[config.mk]
export PLATFORM = sky130hd
export DESIGN_NAME = openpiton_send_arbiter
export DESIGN_NICKNAME = d
export VERILOG_FILES = /design/src/rtl/openpiton_send_arbiter.sv
export SDC_FILE = /design/constraint.sdc
export NUM_CORES = 1
export LEC_CHECK = 0
export ABC_AREA = 1
export CORE_MARGIN = 8
export CORE_UTILIZATION = 30
export CTS_BUF_LIST = sky130_fd_sc_hd__clkbuf_2
export DETAILED_ROUTE_END_ITERATION = 8
export PLACE_DENSITY = 0.88
export SLEW_MARGIN = 20
export SYNTH_ARGS = -nofsm -noshare
export SYNTH_HDL_FRONTEND = slang
export SYNTH_SLANG_ARGS = --single-unit
export TNS_END_PERCENT = 50
[constraint.sdc]
create_clock -name clk -period 3.93 [get_ports clk]
set_input_delay 0.393 -clock clk [delete_from_list [all_inputs] [get_ports clk]]
set_output_delay 0.393 -clock clk [all_outputs]
set_load 0.05 [all_outputs]
[src/rtl/openpiton_send_arbiter.sv]
// openpiton_send_arbiter: round-robin arbiter sharing the OpenPiton NoC send
// path among NUM_REQ producers. Holds its grant while the NoC back-pressures
// and keeps a saturating stall counter for debug.
//
// Optional build macro XCTCMSG_SEND_ARB_OUTPUT_REG_EN: adds a 2-entry skid
// buffer on the output side, so req_ready no longer depends combinationally
// on out_ready. Without the macro the arbiter is zero-latency.

package openpiton_send_arbiter_pkg;
    typedef struct packed {
        logic [2:0]  msg_type;
        logic [7:0]  src_id;
        logic [63:0] payload;
    } interface_send_data_t;
endpackage

module openpiton_send_arbiter
    import openpiton_send_arbiter_pkg::*;
#(
    parameter int NUM_REQ     = 2,
    parameter int STALL_CNT_W = 16,
    localparam int IDX_W      = $clog2(NUM_REQ)
) (
    input  logic                                  clk,
    input  logic                                  rst_n,
    input  logic                 [NUM_REQ-1:0]    req_valid,
    output logic                 [NUM_REQ-1:0]    req_ready,
    input  interface_send_data_t [NUM_REQ-1:0]    req_data,
    output logic                                  out_valid,
    input  logic                                  out_ready,
    output interface_send_data_t                  out_data,
    output logic                 [IDX_W-1:0]      out_grant,
    output logic                 [STALL_CNT_W-1:0] stall_count
);

    // (base + inc) mod NUM_REQ, for inc < NUM_REQ
    function automatic logic [IDX_W-1:0] wrap_add(input logic [IDX_W-1:0] base,
                                                  input int unsigned       inc);
        int unsigned s;
        s = 32'(base) + inc;
        if (s >= NUM_REQ) s = s - NUM_REQ;
        return s[IDX_W-1:0];
    endfunction

    logic [IDX_W-1:0] rr_ptr;
    logic [IDX_W-1:0] rr_pick;
    logic [IDX_W-1:0] grant;
    logic             stall_event;

    // Round-robin search: first valid requester starting at rr_ptr; scanning
    // the rotation backwards lets the closest candidate win without a flag.
    always_comb begin
        rr_pick = rr_ptr;
        for (int k = 0; k < NUM_REQ; k++) begin
            if (req_valid[wrap_add(rr_ptr, NUM_REQ - 1 - k)])
                rr_pick = wrap_add(rr_ptr, NUM_REQ - 1 - k);
        end
    end

    // Saturating stall counter, only cleared by reset
    always_ff @(posedge clk or negedge rst_n) begin
        if (!rst_n)
            stall_count <= '0;
        else if (stall_event && (stall_count != {STALL_CNT_W{1'b1}}))
            stall_count <= stall_count + 1'b1;
    end

`ifdef XCTCMSG_SEND_ARB_OUTPUT_REG_EN

    // Skid buffer: acceptance is decoupled from out_ready, so no lock needed.
    interface_send_data_t buf_data  [2];
    logic [IDX_W-1:0]     buf_grant [2];
    logic                 wr_ptr;
    logic                 rd_ptr;
    logic [1:0]           buf_cnt;
    logic                 buf_not_full;
    logic                 accept;
    logic                 pop;

    assign grant        = rst_n ? rr_pick : '0;
    assign buf_not_full = rst_n & (buf_cnt != 2'd2);
    assign accept       = buf_not_full & req_valid[grant];
    assign out_valid    = (buf_cnt != 2'd0);
    assign pop          = out_valid & out_ready;
    assign stall_event  = out_valid & ~out_ready;
    assign out_data     = rst_n ? buf_data[rd_ptr]  : req_data[0];
    assign out_grant    = rst_n ? buf_grant[rd_ptr] : '0;

    // Ready goes only to the selected requester while there is room
    for (genvar i = 0; i < NUM_REQ; i++) begin : g_ready
        assign req_ready[i] = buf_not_full & (grant == IDX_W'(i));
    end

    // Rotation pointer advances on acceptance into the buffer
    always_ff @(posedge clk or negedge rst_n) begin
        if (!rst_n)
            rr_ptr <= '0;
        else if (accept)
            rr_ptr <= wrap_add(grant, 1);
    end

    // Buffer occupancy and pointers
    always_ff @(posedge clk or negedge rst_n) begin
        if (!rst_n) begin
            wr_ptr  <= 1'b0;
            rd_ptr  <= 1'b0;
            buf_cnt <= 2'd0;
        end else begin
            if (accept) wr_ptr <= ~wr_ptr;
            if (pop)    rd_ptr <= ~rd_ptr;
            case ({accept, pop})
                2'b10:   buf_cnt <= buf_cnt + 2'd1;
                2'b01:   buf_cnt <= buf_cnt - 2'd1;
                default: buf_cnt <= buf_cnt;
            endcase
        end
    end

    // Buffer payload storage (no reset needed, qualified by buf_cnt)
    always_ff @(posedge clk) begin
        if (accept) begin
            buf_data[wr_ptr]  <= req_data[grant];
            buf_grant[wr_ptr] <= grant;
        end
    end

`else

    logic             locked;
    logic [IDX_W-1:0] lock_idx;
    logic             handshake;

    // A stalled grant is frozen on lock_idx until its handshake completes
    assign grant       = !rst_n ? '0 : (locked ? lock_idx : rr_pick);
    assign out_valid   = rst_n & (locked ? req_valid[lock_idx] : |req_valid);
    assign out_data    = req_data[grant];
    assign out_grant   = grant;
    assign handshake   = out_valid & out_ready;
    assign stall_event = out_valid & ~out_ready;

    // Zero-latency ready, only to the granted requester
    for (genvar i = 0; i < NUM_REQ; i++) begin : g_ready
        assign req_ready[i] = out_ready & out_valid & (grant == IDX_W'(i));
    end

    // Rotation pointer and grant lock
    always_ff @(posedge clk or negedge rst_n) begin
        if (!rst_n) begin
            rr_ptr   <= '0;
            locked   <= 1'b0;
            lock_idx <= '0;
        end else if (handshake) begin
            rr_ptr <= wrap_add(grant, 1);
            locked <= 1'b0;
        end else if (stall_event) begin
            locked   <= 1'b1;
            lock_idx <= grant;
        end else begin
            // locked requester withdrew its request: release, keep rr_ptr
            locked <= 1'b0;
        end
    end

    // A locked requester must keep its request up until it is accepted
    locked_req_held: assert property (@(posedge clk) disable iff (!rst_n)
                                      locked |-> req_valid[lock_idx]);

`endif

endmodule
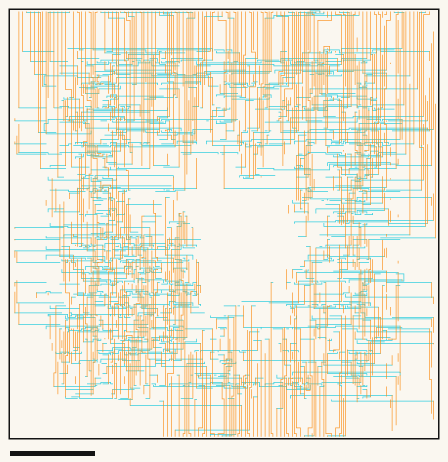
(wiring by layer)
Scale bar: 20 um. Two of the layers only.
metal 2: marked orange, wire length 7100 um. metal 1: marked cyan, wire length 4690 um.
WL/cell: 17.6 um
All-Layer GR Usage: 24.8%
via count of the routed design: 3488
total wire length after detailed routing: 13200 um

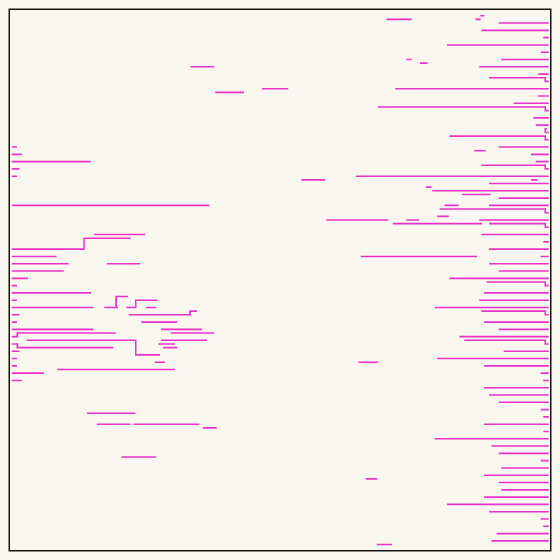
(M3 wires)
The layer carries 1210 um of wire. The layer holds 9.2% of the routed length. 126 nets have wire on it. The wires run mostly horizontal.
met3 Usage GRT: 6.49%

==> results.json <==
{
  "comb_cell_power_w": 0.00156,
  "top_family_by_delay_on_critical_path": "buffers and inverters",
  "core_utilization_of_the_finished_layout_pct": 77.3,
  "adder_share_pct": 0.581,
  "timing.rr.start": "stall_count[0]",
  "via_to_cell_ratio": 4.63,
  "globalRoute.totalOverflow": 0,
  "fin_worst_hold_slack_ps": 289,
  "termination_of_the_worst_setup_path": "out_data[44]",
  "grt_max_degree": 78,
  "synth.comb.largest_family": "simple AND/OR/NAND/NOR gates",
  "n_all_inverters": 19,
  "antenna_left": 0,
  "power.share.combinational_pct": 80.1,
  "dominant-cell-class": "non-clock buffers",
  "largest_area_cell": "nand2_1",
  "rsz0062_at_grt": "false",
  "largestPowerGroup": "combinational cells",
  "clock_power_share_pct": 4.5,
  "grt_antenna_before_repair": 0,
  "synth.yosys.warnings": 0,
  "post_cts_hold_buffer_count": 0,
  "outcome": "finished, final reports clean",
  "length_of_the_first_detailed_routing_pass_in_iterations": 5,
  "max_ffs_per_register": 16,
  "antenna_cells_inserted": 0,
  "io_buffers": 249,
  "post-synth-top-count-cell": "nand2_1",
  "fp.dieW_um": 101
}
